Design fetch_sequencer, sky130hd; sources not shown.
**Run 1: placement by cell class**

Bar = 50 um.
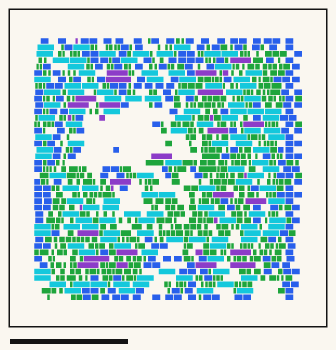
- other buffers and delay cells: blue (cells 231)
- combinational and other logic: green (cells 620)
- clock drivers and dummy loads: purple (cells 32)
- flops: cyan (cells 129)
fraction of area in registers: 27.8%
final core utilization: 73.0%
core area: 12700 um2
FP Rows: 41

**Run 1: congestion heat map**

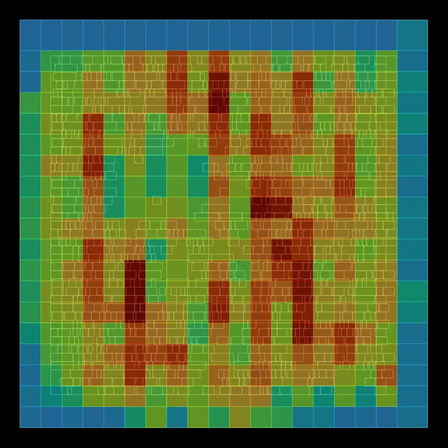
global-route met2 utilization: 38.5%
busiest grt layer: met2
M1 GR Usage: 25.7%
GR Util All Layers: 22.8%

**Run 1: sizing map**

Bar = 50 um.
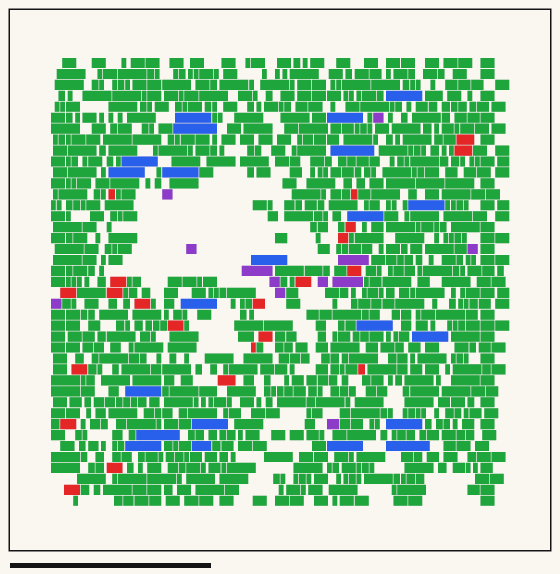
- _0 and _1 cells: green (cells 956; share 94%; most used clkdlybuf4s50_1)
- _6 and larger: blue (cells 22; share 2.2%; most used clkbuf_16)
- _2 cells: red (cells 22; share 2.2%; most used mux2_2)
- _3 and _4 cells: purple (cells 12; share 1.2%; most used buf_4)
area growth from synthesis to layout: 45.2%
Non-CTS buffers: 231
Setup WS post-layout: 1090 ps

**Run 1: where the registers sit**

Bar = 50 um. Other sequential cells in the stronger gray, the rest of the logic in the fainter gray.
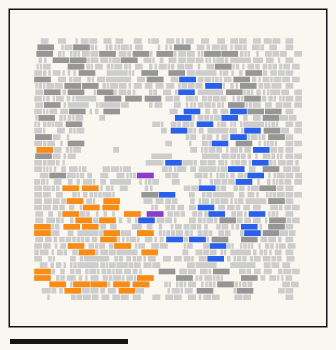
- r_state: purple (placed flops 2)
- fetch_count: orange (placed flops 32)
- imem_addr: blue (placed flops 30)
- not colored: 65
FF/Latch Area: 2580 um2
Flop+latch power: 955 uW

==> job_summary.md, run 1 <==
## Implementation flow summary

| Metric | Value |
|---|---|
| First-pass GRT wire length | `about 34000 um` |
| Post-Synthesis Cells | `801` |
| Top cells by count | `nand2_1, dfxtp_1, a21oi_1` |
| Iteration-0 DRC Markers | `approximately 690` |
| Netlist cell types | `between 50 and 60` |
| Worst hold slack | `301 ps` |
| Worst-margin pin slew | `~1000 ps` |
| Final setup viols | `0` |
| PwrDens | `247 nW/um2` |
| CP max stage delay | `750 ps` |
| Critical Path AT | `3080 ps` |
| Worst vdd ir | `0.000263 V` |
| Max cap viols | `0` |
| Cell area after synthesis | `between 6000 and 7000 um2` |
| TritonCTS buffer count | `17` |
| Post-synthesis chip area from yosys | `about 6400 um2` |
| Logic cell area | `between 3000 and 4000 um2` |
| Flops after synth | `129` |
| WP depth | `6` |
| Cells in synth_stat.txt | `801` |
| Final Critical Period | `4680 ps` |
| Outcome | `completed` |
| Setup tns final | `0 ps` |
| Hold depth | `2` |
| Largest net degree at the start of global routing | `~96` |
| Post-DP HPWL | `roughly 15000 um` |
| Synth warn | `0` |
| Antenna violations before repair | `0` |
| DR vias | `~6800` |
| Synth Flop Type | `dfxtp_1` |
| Worst r2r path cells | `4` |
| TritonRoute pass-1 iters | `5` |
## run 1: cell families after synthesis
logic type                 share of synthesized area (%)
buffers and inverters                               5.07
adders and majority gates                          0.587
DFF                                                 40.4
xor gates and xnor gates                            6.17
AOI/OAI and AO/OA                                   14.2
and+or+nand+nor                                     31.6
other                                             0.0587
muxes                                               1.92
## run 1: final cells by class
cell class              count  share of cell area [%]
multi-input cells         605                    37.9
flip-flops and latches    129                    27.8
repair buffers            231                    24.8
clock buffers              22                    4.89
well taps                 172                    2.32
clock inverters            10                    1.71
inverters                  15                   0.607
diodes                      1                  0.0270
## run 1: through the flow
| step | instances | utilization (%) | power (uW) | setup WS (ps) | instance area [um2] |
|---|---|---|---|---|---|
| after detailed placement | 1152 | 68.1 | 1190 | 1370 | 8670 |
| final | 1185 | 73.0 | 2290 | 1090 | 9280 |
| after global routing | 1184 | 72.9 | 2360 | 809 | 9280 |
| after global placement | 1152 | 68.1 | 1180 | 1490 | 8670 |
| after floorplan | 806 | - | 1070 | 2050 | 6410 |
| after CTS | 1184 | 72.9 | 2300 | 1000 | 9280 |
## run 1: cell usage in the layout, fill, tap and decap left out, types with 15 or more instances in the layout
cell,n
xnor2_1,28
a21oi_1,82
nor2_1,52
nand2_1,161
clkbuf_16,17
and4_1,15
clkdlybuf4s50_1,225
or4_1,24
a311oi_1,15
o31ai_1,22
dfxtp_1,129
nand3_1,31
nand4_1,33
xor2_1,17
## run 1: worst register-to-register path, cell delays in order, from the launching register on
cell	delay, ps
dfxtp_1	570
and4bb_2	430
nand4_1	580
or4_1	700
a21oi_1	150
## run 1: metal layers
| layer | wire length, um | GRT usage (%) | part of all wire, % |
|---|---|---|---|
| met1 | 8370 | 25.7 | 39 |
| met2 | 10600 | 38.5 | 49 |
| met3 | 2120 | 8.51 | 9.9 |
| met4 | 413 | 8.04 | 1.9 |
| met5 | 0 | 0 | 0 |
## run 1: report_power, final
part           switching [uW]  internal, uW
combinational             109           109
clock                     387           732
sequential               39.7           915
==> inputs of run 2 (changes only) <==
--- a/config.mk
+++ b/config.mk
@@ -7,10 +7,10 @@
 export LEC_CHECK = 0
 export CAP_MARGIN = 20
 export CORE_MARGIN = 10
-export CORE_UTILIZATION = 49
+export CORE_UTILIZATION = 41
 export CTS_CLUSTER_SIZE = 14
 export DETAILED_ROUTE_END_ITERATION = 8
-export PLACE_DENSITY = 0.89
+export PLACE_DENSITY = 0.8
 export SLEW_MARGIN = 25
 export SYNTH_ARGS = -nofsm -noshare
 export SYNTH_HDL_FRONTEND = slang
==> constraint.sdc (replaced) <==
create_clock -name clk -period 4.3 [get_ports clk]
set_clock_uncertainty 0.15 [all_clocks]
set_input_delay 1.075 -clock clk [delete_from_list [all_inputs] [get_ports clk]]
set_output_delay 1.075 -clock clk [all_outputs]
set_load 0.02 [all_outputs]
**Run 2: sizing map**

Bar = 50 um.
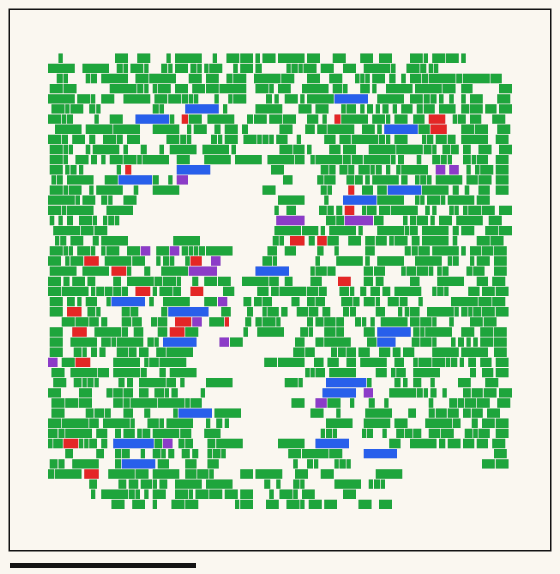
- _6 and larger: blue (cells 21; share 2.1%; most used clkbuf_16)
- _3 and _4 cells: purple (cells 16; share 1.6%; most used buf_4)
- _0 and _1 cells: green (cells 956; share 94%; most used clkdlybuf4s50_1)
- _2 cells: red (cells 23; share 2.3%; most used mux2_2)
Setup WS post-layout: 324 ps
post-route cell area: 9330 um2

==> job_summary.md, run 2 <==
## Implementation flow summary

| Metric | Value |
|---|---|
| Outcome | `completed` |
| Worst-skew pair later-pin latency | `about 420 ps` |
| Reg power frac | `between 40% and 50%` |
| First-pass GRT wire length | `between 30000 and 40000 um` |
| Final Critical Period | `3980 ps` |
| GR Util All Layers | `between 15 and 20%` |
| Worst r2r path cells | `4` |
| Most used logic cell in the final layout | `clkdlybuf4s50_1` |
| TritonRoute pass-1 iters | `5` |
| Final setup viols | `0` |
| Top sig layer | `met5` |
| Crit-path max FO | `8` |
| FP Rows | `between 40 and 50` |
| DR WL met2 | `9980 um` |
| Top cells by count | `nand2_1, dfxtp_1, a21oi_1` |
| Iteration-0 DRC Markers | `between 300 and 400` |
| Tot Pwr | `between 3000 and 4000 uW` |
| Synth warn | `0` |
| Post-route insts no fill | `~1200` |
| Routed length on met1 | `roughly 8600 um` |
| CTS tree | `built` |
| Post-DP Area | `8740 um2` |
| Worst-margin pin slew | `approximately 890 ps` |
| TritonCTS buffer count | `17` |
| Cells in synth_stat.txt | `801` |
| Hold depth | `2` |
| Netlist cell types | `between 50 and 60` |
| Placed Cells incl. Taps | `about 1200` |
| P_int | `~2300 uW` |
| Routed wl met3 | `2310 um` |
| Setup tns final | `0 ps` |
| Critical Path AT | `roughly 2800 ps` |
| Flops after synth | `~130` |
| Core area | `around 15000 um2` |
| Clock share of power | `48.0%` |
| Sw Share | `about a quarter` |
| Switch Pwr | `about 730 uW` |
| Combinational fraction of design power | `9.7%` |
| Antenna violations before repair | `2` |
| Synth Flop Type | `dfxtp_1` |
| Max cap viols | `0` |
| DR vias | `around 6600` |
| PwrDens | `between 300 and 400 nW/um2` |
| Post-DP HPWL | `between 15000 and 20000 um` |
| N_diodes | `0` |
**Run 2: where the registers sit**

Bar = 50 um. Other sequential cells in the stronger gray, the rest of the logic in the fainter gray.
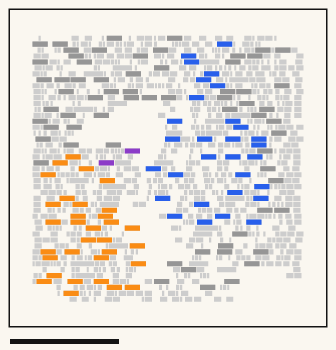
- imem_addr: blue (placed flops 30)
- fetch_count: orange (placed flops 32)
- r_state: purple (placed flops 2)
- not colored: 65
fraction of area in registers: 27.7%
final core utilization: 61.2%
Flop+latch power: 1280 uW

run 2: cell counts after synthesis:
No cell type changed its count.
run 2: metal layers:
layer,vias up,track usage (%)
met2,231,31.9
met5,-,0
met3,26,8.57
li1,3269,-
met1,3053,22.0
met4,2,6.33
run 2: cell families (layout without fill, tap and decap cells):
family / after synthesis / count (layout) / synth area share (%)
and+or+nand+nor: 392 / 392 / 31.6
AOI/OAI and AO/OA: 148 / 148 / 14.2
DFF: 129 / 129 / 40.4
buffers and inverters: 72 / 282 / 5.07
xor gates and xnor gates: 45 / 45 / 6.17
muxes: 11 / 11 / 1.92
adders and majority gates: 3 / 3 / 0.587
other: 1 / 6 / 0.0587
run 2: stage by stage:
stage          util (%)  worst slack [ps]  hold WS, ps
4_1_cts            61.2               268          305
3_3_place_gp       57.3               813          291
6_report           61.2               324          304
3_5_place_dp       57.3               728          298
2_1_floorplan         -               943          337
5_1_grt            61.2               117          316
run 2: layout make-up:
class	count	area (um2)	share of cell area, %
timing repair buffer	235	2330	24.9
sequential	129	2580	27.7
multi-input combinational	605	3510	37.7
clock inverter	10	135	1.45
clock buffer	22	454	4.87
inverter	15	56.3	0.603
tap	211	264	2.83
run 2: power groups by stage:
stage	clock [uW]	sequential, uW	combinational (uW)
3_3_place_gp	0	1300	291
3_5_place_dp	0	1310	293
6_report	1450	1280	292
5_1_grt	1530	1290	314
4_1_cts	1470	1280	295
2_1_floorplan	0	1320	112
run 2: critical path: cells and delay by family, from the launching register on:
| family | cells | cell delay [ps] |
|---|---|---|
| buffers and inverters | 2 | 870 |
| AND/OR/NAND/NOR | 3 | 780 |
| flip-flops | 1 | 440 |
| XOR/XNOR | 1 | 220 |
No activity file was given, so power comes from the tool's default toggle rates.
